File: config.mk
export PLATFORM = sky130hd
export DESIGN_NAME = tetris_input_ctrl
export DESIGN_NICKNAME = d
export VERILOG_FILES = /design/src/rtl/tetris_input_ctrl_pkg.sv /design/src/rtl/tetris_input_ctrl_key_repeat.sv /design/src/rtl/tetris_input_ctrl.sv
export SDC_FILE = /design/constraint.sdc
export NUM_CORES = 1
export LEC_CHECK = 0
export CORE_MARGIN = 2
export CORE_UTILIZATION = 50
export DETAILED_ROUTE_END_ITERATION = 6
export PLACE_DENSITY = 0.77
export SYNTH_ARGS = -nofsm -noshare
export SYNTH_HDL_FRONTEND = slang
export SYNTH_HIERARCHICAL = 1
export SYNTH_SLANG_ARGS = --single-unit
File: constraint.sdc
create_clock -name clk_i -period 2.6 [get_ports clk_i]
set_input_delay 0.52 -clock clk_i [delete_from_list [all_inputs] [get_ports clk_i]]
set_output_delay 0.52 -clock clk_i [all_outputs]
set_load 0.02 [all_outputs]
File: src/rtl/tetris_input_ctrl_pkg.sv
// Shared types for the Tetris input controller: move command encoding, HID key
// codes, the pending-bit layout, command priority and the gravity period rule.
package tetris_input_ctrl_pkg;

  typedef enum logic [2:0] {
    CMD_NONE      = 3'd0,
    CMD_LEFT      = 3'd1,
    CMD_RIGHT     = 3'd2,
    CMD_DOWN      = 3'd3,
    CMD_ROT_L     = 3'd4,
    CMD_ROT_R     = 3'd5,
    CMD_HARD_DROP = 3'd6
  } move_t;

  localparam logic [7:0] HID_LEFT      = 8'h50;
  localparam logic [7:0] HID_RIGHT     = 8'h4F;
  localparam logic [7:0] HID_DOWN      = 8'h51;
  localparam logic [7:0] HID_ROT_R     = 8'h52;
  localparam logic [7:0] HID_ROT_L     = 8'h1D;
  localparam logic [7:0] HID_HARD_DROP = 8'h2C;

  localparam int NUM_CMDS  = 6;
  localparam int IDX_LEFT  = 0;
  localparam int IDX_RIGHT = 1;
  localparam int IDX_DOWN  = 2;
  localparam int IDX_ROT_L = 3;
  localparam int IDX_ROT_R = 4;
  localparam int IDX_HARD  = 5;

  function automatic logic [NUM_CMDS-1:0] cmd_mask(move_t c);
    logic [NUM_CMDS-1:0] m;
    m = '0;
    case (c)
      CMD_LEFT:      m[IDX_LEFT]  = 1'b1;
      CMD_RIGHT:     m[IDX_RIGHT] = 1'b1;
      CMD_DOWN:      m[IDX_DOWN]  = 1'b1;
      CMD_ROT_L:     m[IDX_ROT_L] = 1'b1;
      CMD_ROT_R:     m[IDX_ROT_R] = 1'b1;
      CMD_HARD_DROP: m[IDX_HARD]  = 1'b1;
      default:       m = '0;
    endcase
    return m;
  endfunction

  // Highest-priority command wins: HARD_DROP > ROT_R > ROT_L > LEFT > RIGHT > DOWN.
  function automatic move_t pick_cmd(logic [NUM_CMDS-1:0] avail);
    if (avail[IDX_HARD])       return CMD_HARD_DROP;
    else if (avail[IDX_ROT_R]) return CMD_ROT_R;
    else if (avail[IDX_ROT_L]) return CMD_ROT_L;
    else if (avail[IDX_LEFT])  return CMD_LEFT;
    else if (avail[IDX_RIGHT]) return CMD_RIGHT;
    else if (avail[IDX_DOWN])  return CMD_DOWN;
    else                       return CMD_NONE;
  endfunction

  // Signed arithmetic so high levels clamp to 1 instead of wrapping.
  function automatic logic [15:0] gravity_period(int base, int step, int level);
    int p;
    p = base - level * step;
    if (p < 1) p = 1;
    return p[15:0];
  endfunction

endpackage

File: src/rtl/tetris_input_ctrl_key_repeat.sv
// Delayed auto-shift / auto-repeat generator for one held key.
// req_o is combinational so a press or tick reaches the output register at once.
module key_repeat
  import tetris_input_ctrl_pkg::*;
#(
  parameter int DAS_FRAMES = 10,
  parameter int ARR_FRAMES = 2
) (
  input  logic clk_i,
  input  logic reset_i,
  input  logic held_i,
  input  logic tick_i,
  output logic req_o
);

  localparam int CNT_MAX = (DAS_FRAMES > ARR_FRAMES) ? DAS_FRAMES : ARR_FRAMES;
  localparam int CNT_W   = $clog2(CNT_MAX + 1);

  typedef enum logic [1:0] {ST_IDLE, ST_DAS, ST_REPEAT} state_t;

  state_t           state_q;
  logic [CNT_W-1:0] cnt_q;
  logic             held_q;
  logic             press;
  logic             expire;

  assign press  = held_i & ~held_q;
  assign expire = tick_i && (cnt_q == CNT_W'(1));
  assign req_o  = held_i && (((state_q == ST_IDLE) && press) ||
                             ((state_q != ST_IDLE) && expire));

  always_ff @(posedge clk_i) begin
    if (reset_i) begin
      state_q <= ST_IDLE;
      cnt_q   <= '0;
      held_q  <= 1'b0;
    end else begin
      held_q <= held_i;
      if (!held_i) begin
        state_q <= ST_IDLE;
      end else begin
        case (state_q)
          ST_IDLE: begin
            if (press) begin
              state_q <= ST_DAS;
              cnt_q   <= CNT_W'(DAS_FRAMES);
            end
          end
          ST_DAS, ST_REPEAT: begin
            if (expire) begin
              state_q <= ST_REPEAT;
              cnt_q   <= CNT_W'(ARR_FRAMES);
            end else if (tick_i) begin
              cnt_q <= cnt_q - CNT_W'(1);
            end
          end
          default: state_q <= ST_IDLE;
        endcase
      end
    end
  end

endmodule

File: src/rtl/tetris_input_ctrl.sv
// Keycode-to-move-command front end with DAS/ARR, gravity and a valid/ready output.
// Optional TETRIS_INPUT_STATS_EN adds a saturating count of coalesced requests.
module tetris_input_ctrl
  import tetris_input_ctrl_pkg::*;
#(
  parameter int NUM_KEYS     = 4,
  parameter int DAS_FRAMES   = 10,
  parameter int ARR_FRAMES   = 2,
  parameter int GRAVITY_BASE = 48,
  parameter int GRAVITY_STEP = 3,
  parameter int LEVEL_W      = 5
) (
  input  logic                  clk_i,
  input  logic                  reset_i,
  input  logic [8*NUM_KEYS-1:0] keycode_i,
  input  logic                  frame_vs_i,
  input  logic [LEVEL_W-1:0]    level_i,
  input  logic                  piece_locked_i,
  input  logic                  move_ready_i,
  output logic                  move_valid_o,
  output move_t                 move_cmd_o,
  output logic [15:0]           drop_count_o
);

  logic                  vs_q1, vs_q2, vs_q3;
  logic                  tick;
  logic [8*NUM_KEYS-1:0] keycode_q;
  logic [2:0]            edge_prev_q;
  logic                  held_left, held_right, held_down;
  logic                  held_rot_l, held_rot_r, held_hard;
  logic                  req_left, req_right, req_soft;
  logic [15:0]           grav_period, grav_q, grav_d;
  logic                  grav_req;
  logic [NUM_CMDS-1:0]   req_vec, pend_kept, avail, pending_q, pending_d;
  logic                  valid_q, valid_d;
  move_t                 cmd_q, cmd_d;

  function automatic logic key_held(logic [8*NUM_KEYS-1:0] codes, logic [7:0] key);
    logic hit;
    hit = 1'b0;
    for (int i = 0; i < NUM_KEYS; i++) begin
      if (codes[8*i +: 8] == key) hit = 1'b1;
    end
    return hit;
  endfunction

  assign tick       = vs_q2 & ~vs_q3;
  assign held_left  = key_held(keycode_q, HID_LEFT);
  assign held_right = key_held(keycode_q, HID_RIGHT);
  assign held_down  = key_held(keycode_q, HID_DOWN);
  assign held_rot_l = key_held(keycode_q, HID_ROT_L);
  assign held_rot_r = key_held(keycode_q, HID_ROT_R);
  assign held_hard  = key_held(keycode_q, HID_HARD_DROP);

  // Opposing directions cancel; releasing one then looks like a fresh press of the other.
  key_repeat #(.DAS_FRAMES(DAS_FRAMES), .ARR_FRAMES(ARR_FRAMES)) u_left (
    .clk_i(clk_i), .reset_i(reset_i), .held_i(held_left & ~held_right),
    .tick_i(tick), .req_o(req_left)
  );
  key_repeat #(.DAS_FRAMES(DAS_FRAMES), .ARR_FRAMES(ARR_FRAMES)) u_right (
    .clk_i(clk_i), .reset_i(reset_i), .held_i(held_right & ~held_left),
    .tick_i(tick), .req_o(req_right)
  );
  key_repeat #(.DAS_FRAMES(DAS_FRAMES), .ARR_FRAMES(ARR_FRAMES)) u_down (
    .clk_i(clk_i), .reset_i(reset_i), .held_i(held_down),
    .tick_i(tick), .req_o(req_soft)
  );

  assign grav_period = gravity_period(GRAVITY_BASE, GRAVITY_STEP, int'(level_i));

  always_comb begin
    grav_d   = grav_q;
    grav_req = 1'b0;
    if (piece_locked_i) begin
      grav_d = grav_period;
    end else if (tick) begin
      if (grav_q <= 16'd1) begin
        grav_req = 1'b1;
        grav_d   = grav_period;
      end else begin
        grav_d = grav_q - 16'd1;
      end
    end
  end

  assign req_vec = {held_hard  & ~edge_prev_q[2],
                    held_rot_r & ~edge_prev_q[1],
                    held_rot_l & ~edge_prev_q[0],
                    req_soft | grav_req,
                    req_right,
                    req_left};

  // A lock discards any DOWN still waiting from before the piece landed.
  assign pend_kept = pending_q & ~(piece_locked_i ? cmd_mask(CMD_DOWN) : '0);
  assign avail     = pend_kept | req_vec;

  always_comb begin
    pending_d = avail;
    valid_d   = valid_q;
    cmd_d     = cmd_q;
    if (!valid_q || move_ready_i) begin
      cmd_d     = pick_cmd(avail);
      valid_d   = (avail != '0);
      pending_d = avail & ~cmd_mask(cmd_d);
    end
  end

  always_ff @(posedge clk_i) begin
    if (reset_i) begin
      vs_q1       <= 1'b0;
      vs_q2       <= 1'b0;
      vs_q3       <= 1'b0;
      keycode_q   <= '0;
      edge_prev_q <= '0;
      grav_q      <= grav_period;
      pending_q   <= '0;
      valid_q     <= 1'b0;
      cmd_q       <= CMD_NONE;
    end else begin
      vs_q1       <= frame_vs_i;
      vs_q2       <= vs_q1;
      vs_q3       <= vs_q2;
      keycode_q   <= keycode_i;
      edge_prev_q <= {held_hard, held_rot_r, held_rot_l};
      grav_q      <= grav_d;
      pending_q   <= pending_d;
      valid_q     <= valid_d;
      cmd_q       <= cmd_d;
    end
  end

  assign move_valid_o = valid_q;
  assign move_cmd_o   = cmd_q;

`ifdef TETRIS_INPUT_STATS_EN
  logic [15:0] drop_q;
  logic [2:0]  coalesced;
  logic [16:0] drop_sum;

  assign coalesced = 3'($countones(req_vec & pend_kept));
  assign drop_sum  = {1'b0, drop_q} + 17'(coalesced);

  always_ff @(posedge clk_i) begin
    if (reset_i) begin
      drop_q <= '0;
    end else begin
      drop_q <= drop_sum[16] ? 16'hFFFF : drop_sum[15:0];
    end
  end

  assign drop_count_o = drop_q;
`else
  assign drop_count_o = '0;
`endif

endmodule

**Cell density map**

Drawn at 3 px/µm. The die is cut into 10 by 10 equal tiles; white is low, dark blue is high, 0 to 100% covered.
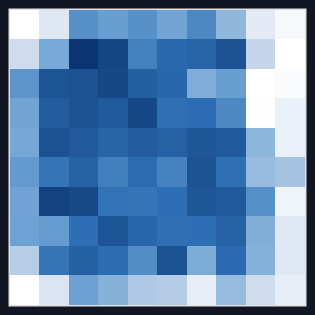
fullest tile: 98%
emptiest ninth of the die: upper right
mean over tiles: 57%
Floorplan Utilization: 51.31%
fin util: 65.10%
core region area: 8678 µm²

**Clock wires, drivers and flops**

Drawn at 6 px/µm.
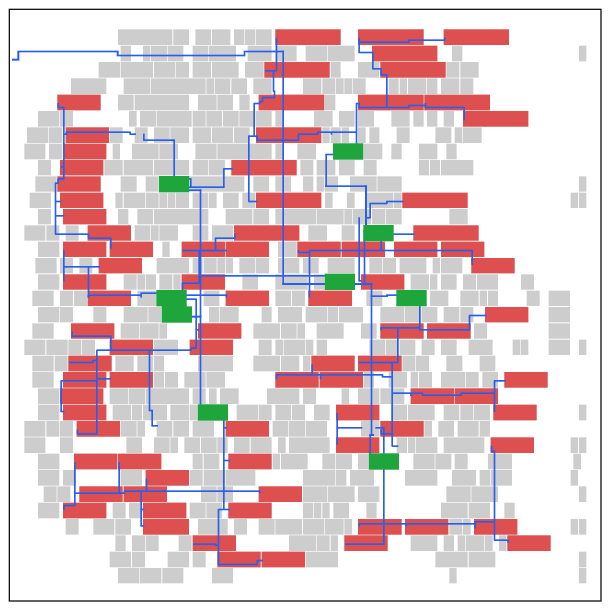
legend:
  red:
    item: flip-flops
    count: 85
  green:
    item: clock drivers
    count: 9
  blue:
    item: clock wires
    length: 943 µm
routed clock nets: 10
Latency at later pin: 0.35 ns
clk pwr: 834 µW
skew final: 0.01149 ns
clock share of power: 29.9%

**Routing congestion**

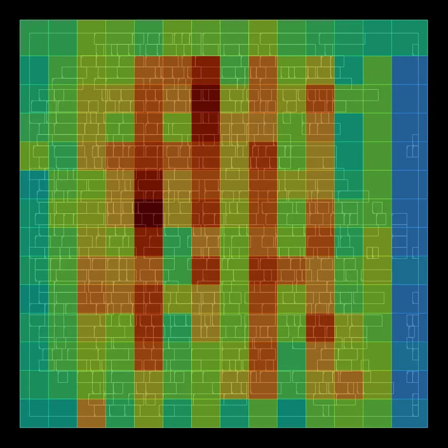
met3 Usage GRT: 3.508%
grt met2 use: 34.75%
met1 GRT Util: 22.39%
Total GRT Usage: 19.03%

**Floorplan with the power grid**

Drawn at 4 px/µm. Pins as bars on the die edge.
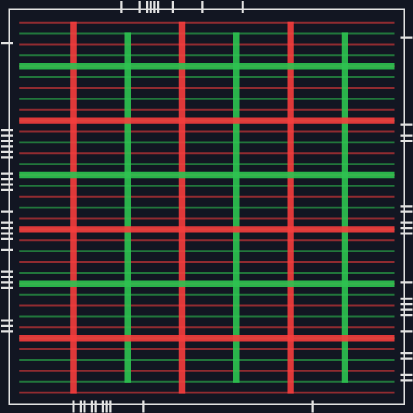
legend:
  green:
    net: VDD
  red:
    net: VSS
met4 straps: 6
signal pins: 62
met1 rails: 35
met5 straps: 6
Die W: 98.37 µm
die height: 98.37 µm
maximum vdd drop: 0.0003260 V

==> results.json <==
{
  "layout-drive-gt1-share_pct": 22.78,
  "fin_crit_sh_pct": 103.3,
  "crit_type": "flip-flop to flip-flop",
  "timing.final.max_slew_violations": 0,
  "synth_area_leader_cell": "dfxtp_1",
  "rows": 34,
  "area_growth_pct": 26.86,
  "buffer_area_share_pct": 13.60,
  "ys_cells": 444,
  "p_int_mw": 2.027,
  "cts_tree": "built",
  "ys_area_um2": 4453,
  "synth.comb.largest_family": "simple AND/OR/NAND/NOR gates",
  "regMostFlops": "keycode_q",
  "dr_wl_met3_um": 333,
  "final_cell_mix": "dfxtp_1 (68), nor2b_1 (41), buf_4 (41)",
  "fin_setup_tns_ns": -0.1839,
  "end_kind": "flip-flop",
  "drv_cap": 0,
  "reg_top3": "keycode_q (32), grav_q (16), pending_q (6)",
  "drt-met1-wl_mm": 3.872,
  "power_leader": "registers",
  "violations": "negative setup slack",
  "drc_errors": 0,
  "final.fill_count": 694,
  "multiInputCombCellCount": 316,
  "ys_sh_xor_pct": 3.344,
  "cpMostUsedCell": "or4b_4",
  "worst_slack_ns": -0.08705,
  "inv_count": 35,
  "crit_arrival_ns": 2.89,
  "min_period_ns": 2.687,
  "switchingPower_uw": 764.9,
  "cts_buffers": 9,
  "crit_end": "pending_q[2]",
  "clkbuf_count": 9,
  "post_cts_resized": 25,
  "hold_violations": 0,
  "edf_count": 16,
  "path_clk_slew_ns": 0.09,
  "r2r_slack_ns": -0.09,
  "yosys.area_share.simple_pct": 23.15,
  "cts_setup_buffers": 12,
  "top_area_cell_class": "logic gates",
  "required_ns": 2.80,
  "r2r-start": "keycode_q[10]",
  "synth_adder_area_share_pct": 5.901,
  "flops": 85,
  "worst_slew_pin_slew_ns": 0.6897,
  "worst-path-stages": 10,
  "ys_types": 70,
  "hold_path_class": "flip-flop to flip-flop",
  "placed_cell_area_um2": 5187,
  "syn_area_per_cell_um2": 10.03,
  "outcome": "finished, violations left",
  "worstSetupStartpointType": "flip-flop",
  "ys_warn_count": 6,
  "relSlewSlack_pct": 54.02,
  "ys_seq_share_pct": 41.81,
  "dieArea_um2": 9677,
  "sh_comb_area_pct": 45.58,
  "port_buffers": 45,
  "grt_max_degree": 38,
  "grt_pass1_vias": 3451,
  "switching_share_pct": 27.40,
  "wirelength_mm": 9.078,
  "cp-startpoint": "keycode_q[10]",
  "first_iter_violations": 122,
  "aoi_share_pct": 16.86,
  "ys_top_cells_by_count": "dfxtp_1 (69), nor2b_1 (41), inv_1 (35)",
  "vias": 3571,
  "viasPerCell": 5.511,
  "hold_start": "vs_q1",
  "fmax_mhz": 372.2,
  "setup-violations-final": 4,
  "sequentialPower_mw": 1.48,
  "worstPathCellList": "or4b_4 -> or4b_4 -> o22a_1 -> o221ai_2 -> and2_4 -> a21o_1 -> a41o_2 -> nand2b_1 -> and4_4 -> a311oi_1",
  "cts.sinks": 85,
  "post_drt_wl_per_cell_um": 14.01,
  "powerDensity_nw_per_um2": 494.2,
  "wl_met2_mm": 4.706,
  "dr.pass1.iters": 4,
  "grt_overflow_total": 0,
  "ys_async_sr_fraction_pct": 0,
  "largest_reg_flops": 32,
  "place_congestion": 0.7963,
  "min_to": "vs_q2",
  "dpl_worst_slack_ns": -0.7126,
  "taps": 108,
  "cp_top_family": "simple AND/OR/NAND/NOR gates",
  "synthMuxAreaShare_pct": 2.585,
  "comb_power_share_pct": 17.3,
  "regArea_um2": 1863,
  "yosysMostFrequentCell": "dfxtp_1",
  "nNonClkBuffers": 88
}
Power and IR drop assume default switching activity.
